## config.mk

```make
export PLATFORM = sky130hd
export DESIGN_NAME = uart_tx_scheduler_flat
export DESIGN_NICKNAME = d
export VERILOG_FILES = /design/src/rtl/uart_tx_scheduler_if.sv /design/src/rtl/uart_tx_scheduler.sv /design/src/flat_wrapper.sv
export SDC_FILE = /design/constraint.sdc
export NUM_CORES = 1
export LEC_CHECK = 0
export CORE_UTILIZATION = 35
export DETAILED_ROUTE_END_ITERATION = 6
export PLACE_DENSITY = 0.61
export RECOVER_POWER = 25
export SLEW_MARGIN = 20
export SYNTH_ARGS = -nofsm -noshare
export SYNTH_HDL_FRONTEND = slang
export SYNTH_SLANG_ARGS = --single-unit
```

## constraint.sdc

```tcl
create_clock -name clk -period 5.1 [get_ports clk]
set_input_delay 1.275 -clock clk [delete_from_list [all_inputs] [get_ports clk]]
set_output_delay 1.275 -clock clk [all_outputs]
set_load 0.005 [all_outputs]
```

## src/rtl/uart_tx_scheduler_if.sv

```systemverilog
// Byte-requester bus for uart_tx_scheduler: per-requester valid/data with a
// one-hot ready pulse returned by the scheduler.
interface uart_tx_scheduler_if #(
    parameter int NUM_REQ = 4
);
    logic [NUM_REQ-1:0]   req_valid;
    logic [NUM_REQ*8-1:0] req_data;
    logic [NUM_REQ-1:0]   req_ready;

    modport master (
        output req_valid,
        output req_data,
        input  req_ready
    );

    modport slave (
        input  req_valid,
        input  req_data,
        output req_ready
    );
endinterface

```

## src/rtl/uart_tx_scheduler.sv

```systemverilog
// Round-robin arbiter feeding a single 8N1 UART transmitter paced by baud_tick.
// Optional even-parity bit is enabled by defining UART_TX_SCHED_PARITY_EN.
module uart_tx_scheduler #(
    parameter int NUM_REQ   = 4,
    parameter int STOP_BITS = 1
) (
    input  logic                       clk,
    input  logic                       reset_n,
    input  logic                       baud_tick,
    uart_tx_scheduler_if.slave         req_bus,
    output logic                       tx,
    output logic                       busy,
    output logic [$clog2(NUM_REQ)-1:0] grant_id
);

    localparam int ID_W = $clog2(NUM_REQ);
    localparam logic [ID_W:0]   NUM_REQ_W = (ID_W+1)'(NUM_REQ);
    localparam logic [ID_W-1:0] LAST_IDX  = ID_W'(NUM_REQ - 1);
    localparam logic            LAST_STOP = 1'(STOP_BITS - 1);

    localparam logic [2:0] S_IDLE   = 3'd0;
    localparam logic [2:0] S_ALIGN  = 3'd1;
    localparam logic [2:0] S_START  = 3'd2;
    localparam logic [2:0] S_DATA   = 3'd3;
`ifdef UART_TX_SCHED_PARITY_EN
    localparam logic [2:0] S_PARITY = 3'd4;
`endif
    localparam logic [2:0] S_STOP   = 3'd5;

    logic [2:0]      state_reg,    state_next;
    logic            tx_reg,       tx_next;
    logic            busy_reg,     busy_next;
    logic [7:0]      shift_reg,    shift_next;
    logic [2:0]      bit_cnt_reg,  bit_cnt_next;
    logic            stop_cnt_reg, stop_cnt_next;
    logic [ID_W-1:0] grant_id_reg, grant_id_next;
    logic [ID_W-1:0] ptr_reg,      ptr_next;
`ifdef UART_TX_SCHED_PARITY_EN
    logic            parity_reg,   parity_next;
`endif

    // Release of reset is re-timed so the first grant never races the reset edge.
    logic rst_meta_reg;
    logic rst_sync_reg;

    always_ff @(posedge clk or negedge reset_n) begin
        if (!reset_n) begin
            rst_meta_reg <= 1'b0;
            rst_sync_reg <= 1'b0;
        end else begin
            rst_meta_reg <= 1'b1;
            rst_sync_reg <= rst_meta_reg;
        end
    end

    logic [ID_W-1:0]    rot_idx [NUM_REQ];
    logic [NUM_REQ-1:0] rot_valid;
    logic [7:0]         byte_arr [NUM_REQ];
    logic [ID_W-1:0]    grant_idx;
    logic               grant_found;
    logic               accept;

    // rot_valid[k] is the request k places after the pointer, wrapping modulo NUM_REQ.
    for (genvar gi = 0; gi < NUM_REQ; gi++) begin : g_req
        logic [ID_W:0] rot_sum;
        assign rot_sum       = {1'b0, ptr_reg} + (ID_W+1)'(gi);
        assign rot_idx[gi]   = (rot_sum >= NUM_REQ_W) ? ID_W'(rot_sum - NUM_REQ_W)
                                                      : rot_sum[ID_W-1:0];
        assign rot_valid[gi] = req_bus.req_valid[rot_idx[gi]];
        assign byte_arr[gi]  = req_bus.req_data[8*gi +: 8];
        assign req_bus.req_ready[gi] = accept && (grant_idx == ID_W'(gi));
    end

    always_comb begin
        grant_found = 1'b0;
        grant_idx   = '0;
        for (int k = NUM_REQ - 1; k >= 0; k--) begin
            if (rot_valid[k]) begin
                grant_found = 1'b1;
                grant_idx   = rot_idx[k];
            end
        end
    end

    assign accept = (state_reg == S_IDLE) && grant_found && rst_sync_reg;

    always_comb begin
        state_next    = state_reg;
        tx_next       = tx_reg;
        busy_next     = busy_reg;
        shift_next    = shift_reg;
        bit_cnt_next  = bit_cnt_reg;
        stop_cnt_next = stop_cnt_reg;
        grant_id_next = grant_id_reg;
        ptr_next      = ptr_reg;
`ifdef UART_TX_SCHED_PARITY_EN
        parity_next   = parity_reg;
`endif
        case (state_reg)
            S_IDLE: begin
                tx_next = 1'b1;
                if (accept) begin
                    shift_next    = byte_arr[grant_idx];
                    grant_id_next = grant_idx;
                    ptr_next      = (grant_idx == LAST_IDX) ? '0 : grant_idx + 1'b1;
                    busy_next     = 1'b1;
                    state_next    = S_ALIGN;
`ifdef UART_TX_SCHED_PARITY_EN
                    parity_next   = ^byte_arr[grant_idx];
`endif
                end
            end
            S_ALIGN: begin
                if (baud_tick) begin
                    tx_next    = 1'b0;
                    state_next = S_START;
                end
            end
            S_START: begin
                if (baud_tick) begin
                    tx_next      = shift_reg[0];
                    shift_next   = {1'b0, shift_reg[7:1]};
                    bit_cnt_next = 3'd0;
                    state_next   = S_DATA;
                end
            end
            S_DATA: begin
                if (baud_tick) begin
                    if (bit_cnt_reg == 3'd7) begin
`ifdef UART_TX_SCHED_PARITY_EN
                        tx_next       = parity_reg;
                        state_next    = S_PARITY;
`else
                        tx_next       = 1'b1;
                        stop_cnt_next = 1'b0;
                        state_next    = S_STOP;
`endif
                    end else begin
                        tx_next      = shift_reg[0];
                        shift_next   = {1'b0, shift_reg[7:1]};
                        bit_cnt_next = bit_cnt_reg + 3'd1;
                    end
                end
            end
`ifdef UART_TX_SCHED_PARITY_EN
            S_PARITY: begin
                if (baud_tick) begin
                    tx_next       = 1'b1;
                    stop_cnt_next = 1'b0;
                    state_next    = S_STOP;
                end
            end
`endif
            S_STOP: begin
                if (baud_tick) begin
                    if (stop_cnt_reg == LAST_STOP) begin
                        busy_next  = 1'b0;
                        state_next = S_IDLE;
                    end else begin
                        stop_cnt_next = 1'b1;
                    end
                end
            end
            default: begin
                tx_next    = 1'b1;
                busy_next  = 1'b0;
                state_next = S_IDLE;
            end
        endcase
    end

    // An asserted reset abandons any frame in flight and forces the line high.
    always_ff @(posedge clk or negedge reset_n) begin
        if (!reset_n) begin
            state_reg    <= S_IDLE;
            tx_reg       <= 1'b1;
            busy_reg     <= 1'b0;
            shift_reg    <= '0;
            bit_cnt_reg  <= '0;
            stop_cnt_reg <= 1'b0;
            grant_id_reg <= '0;
            ptr_reg      <= '0;
`ifdef UART_TX_SCHED_PARITY_EN
            parity_reg   <= 1'b0;
`endif
        end else begin
            state_reg    <= state_next;
            tx_reg       <= tx_next;
            busy_reg     <= busy_next;
            shift_reg    <= shift_next;
            bit_cnt_reg  <= bit_cnt_next;
            stop_cnt_reg <= stop_cnt_next;
            grant_id_reg <= grant_id_next;
            ptr_reg      <= ptr_next;
`ifdef UART_TX_SCHED_PARITY_EN
            parity_reg   <= parity_next;
`endif
        end
    end

    assign tx       = tx_reg;
    assign busy     = busy_reg;
    assign grant_id = grant_id_reg;

endmodule

```

## src/flat_wrapper.sv

```systemverilog
// flat-port wrapper written by rule: the top's interface ports become plain ports
module uart_tx_scheduler_flat 
#(
    parameter int NUM_REQ   = 4,
    parameter int STOP_BITS = 1
)
  (clk, reset_n, baud_tick, tx, busy, grant_id, req_bus_req_valid, req_bus_req_data, req_bus_req_ready);
  uart_tx_scheduler_if #(.NUM_REQ(NUM_REQ)) req_bus_i ();
  input  logic clk;
  input  logic reset_n;
  input  logic baud_tick;
  output logic tx;
  output logic busy;
  output logic [$clog2(NUM_REQ)-1:0] grant_id;
  input wire logic [$bits(req_bus_i.req_valid)-1:0] req_bus_req_valid;
  input wire logic [$bits(req_bus_i.req_data)-1:0] req_bus_req_data;
  output wire logic [$bits(req_bus_i.req_ready)-1:0] req_bus_req_ready;
  assign req_bus_i.req_valid = req_bus_req_valid;
  assign req_bus_i.req_data = req_bus_req_data;
  assign req_bus_req_ready = req_bus_i.req_ready;
  uart_tx_scheduler #(.NUM_REQ(NUM_REQ), .STOP_BITS(STOP_BITS)) u_core (.clk(clk), .reset_n(reset_n), .baud_tick(baud_tick), .req_bus(req_bus_i), .tx(tx), .busy(busy), .grant_id(grant_id));
endmodule
```

Figure 1. Routing congestion map.
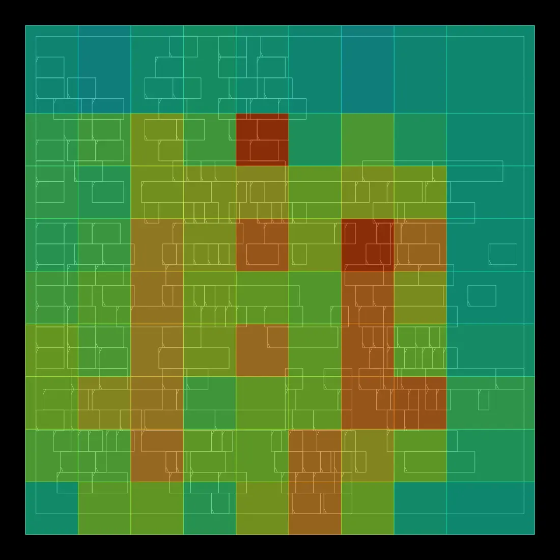
GRT met1 Usage: 17.5%
met3 usage: 4.97%
Total GRT Usage: 14.8%

Figure 2. Sequential cells grouped by signal name.
Bar = 20 um. Other sequential cells in the stronger gray, the rest of the logic in the fainter gray.
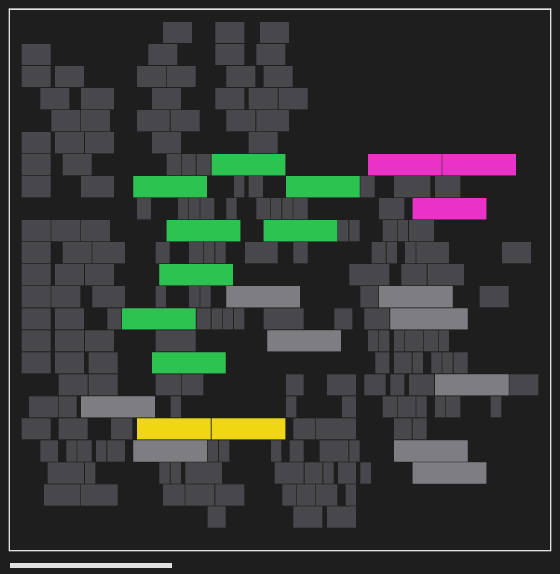
netlist name	color	flops
u_core.shift_reg	green	8
u_core.bit_cnt_reg	magenta	3
u_core.ptr_reg	yellow	2
not colored	9
utilization after layout: 48.9%
storage element area: 552 um2

Figure 3. Selected gate families.
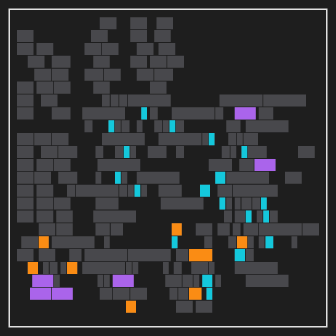
family	color	cells
AND and OR gates	orange	8
adder and majority cells	purple	6
NOR gates	cyan	19

Figure 4. Layout detail.
Bar = 10 um. Window x 4 to 29, y 4 to 29 um. Cells in gray, sequential cells in the stronger gray; small squares are vias.
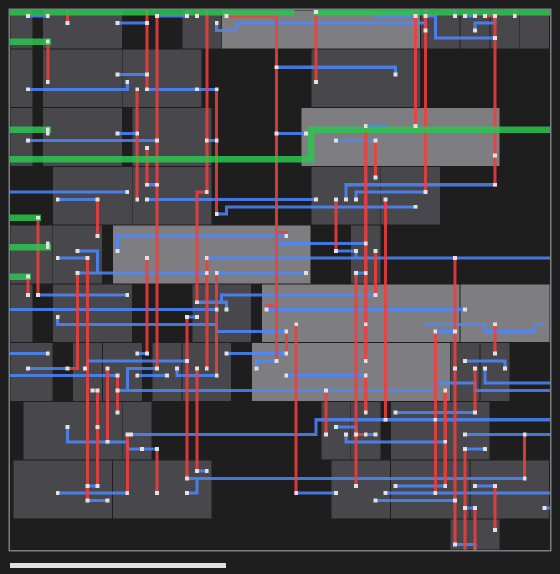
layer	color
met2	red
met1	blue
met3	green
sequential cells in the window	5
most frequent	nand2_1 (7), clkdlybuf4s50_1 (7), dfrtp_1 (5)
cells with their middle in the window	43
netlist names of flops here include	u_core.grant_id (2), u_core.shift_reg (2)

Figure 5. Wires at chosen ports, followed through buffers.
Bar = 20 um.
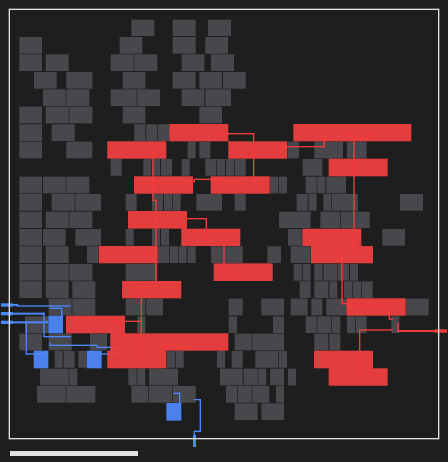
port	color	bits	direction	edge	end cells	buffers	wire
reset_n	red	1	input	east	22	1	157 um
req_bus_req_ready	blue	4	output	3 west, 1 south	4	4	64.1 um
IO Port Bufs: 46
Ports: 47

==> results.py <==
# Flow results
metrics = {
    "pwr": {
        "p_clk_w": 0.000108,
        "power-top-group": "combinational logic",
        "pg_comb_w": 0.000337,
        "power.density_nw_per_um2": 370,
        "ir_drop_v": 0.000199,
    },
    "detailed_routing": {
        "vias_per_cell": 4.92,
        "wl_met2_um": 1490,
        "drcViolationCount": 0,
    },
    "critical_path": {
        "path_delay_family": "simple AND/OR/NAND/NOR gates",
        "path_buffers": 2,
        "r2r-start": "u_core.ptr_reg[0]$_DFFE_PN0P_",
        "cp_num_cells": 6,
        "critPathRequiredTime_ns": 3.83,
        "crit_type": "in -> out",
        "worstPathArrival_ns": 3.50,
        "timing.rr.end": "u_core.shift_reg[0]$_DFFE_PN0P_",
    },
    "cells_and_area": {
        "n_all_buffers": 48,
        "drive_above_1_share_pct": 9.00,
        "inverters_excl_clock": 5,
        "comb_area_um2": 808,
        "fin_cells": 250,
        "buffer_area_share_pct": 24.0,
    },
    "cts": {
        "cts_setup_buffers": 0,
        "clockBufferDepth": 2,
        "cts.root.buffer_cell": "clkbuf_8",
        "cts.sinks": 22,
        "cts_tree": "yes",
    },
    "synthesis": {
        "ys_async_sr_fraction_pct": 100,
        "fa_ha_area_share_pct": 5.12,
        "mappedNetlistArea_um2": 1470,
        "mux_share_pct": 17.8,
        "aoi_share_pct": 15.9,
    },
    "global_routing": {
        "grt_pass1_wl_um": 4960,
        "globalRouteMet2Util_pct": 26.4,
    },
    "floorplan": {
        "core-area_um2": 4000,
        "initial_core_util_pct": 36.6,
    },
    "outcome": {
        "status": "finished, final reports clean",
    },
    "worst_hold_path": {
        "hp-start": "u_core.rst_meta_reg$_DFF_PN0_",
        "holdPathEnd": "u_core.rst_sync_reg$_DFF_PN0_",
    },
    "final_timing": {
        "finalHoldViolations": 0,
        "max-slew-margin-rel_pct": 22.1,
    },
    "placement": {
        "dp_hpwl_um": 2340,
    },
    "job": {
        "warnings": 29,
    },
}
Power figures rest on the tool's default switching activity, not on a simulated workload.
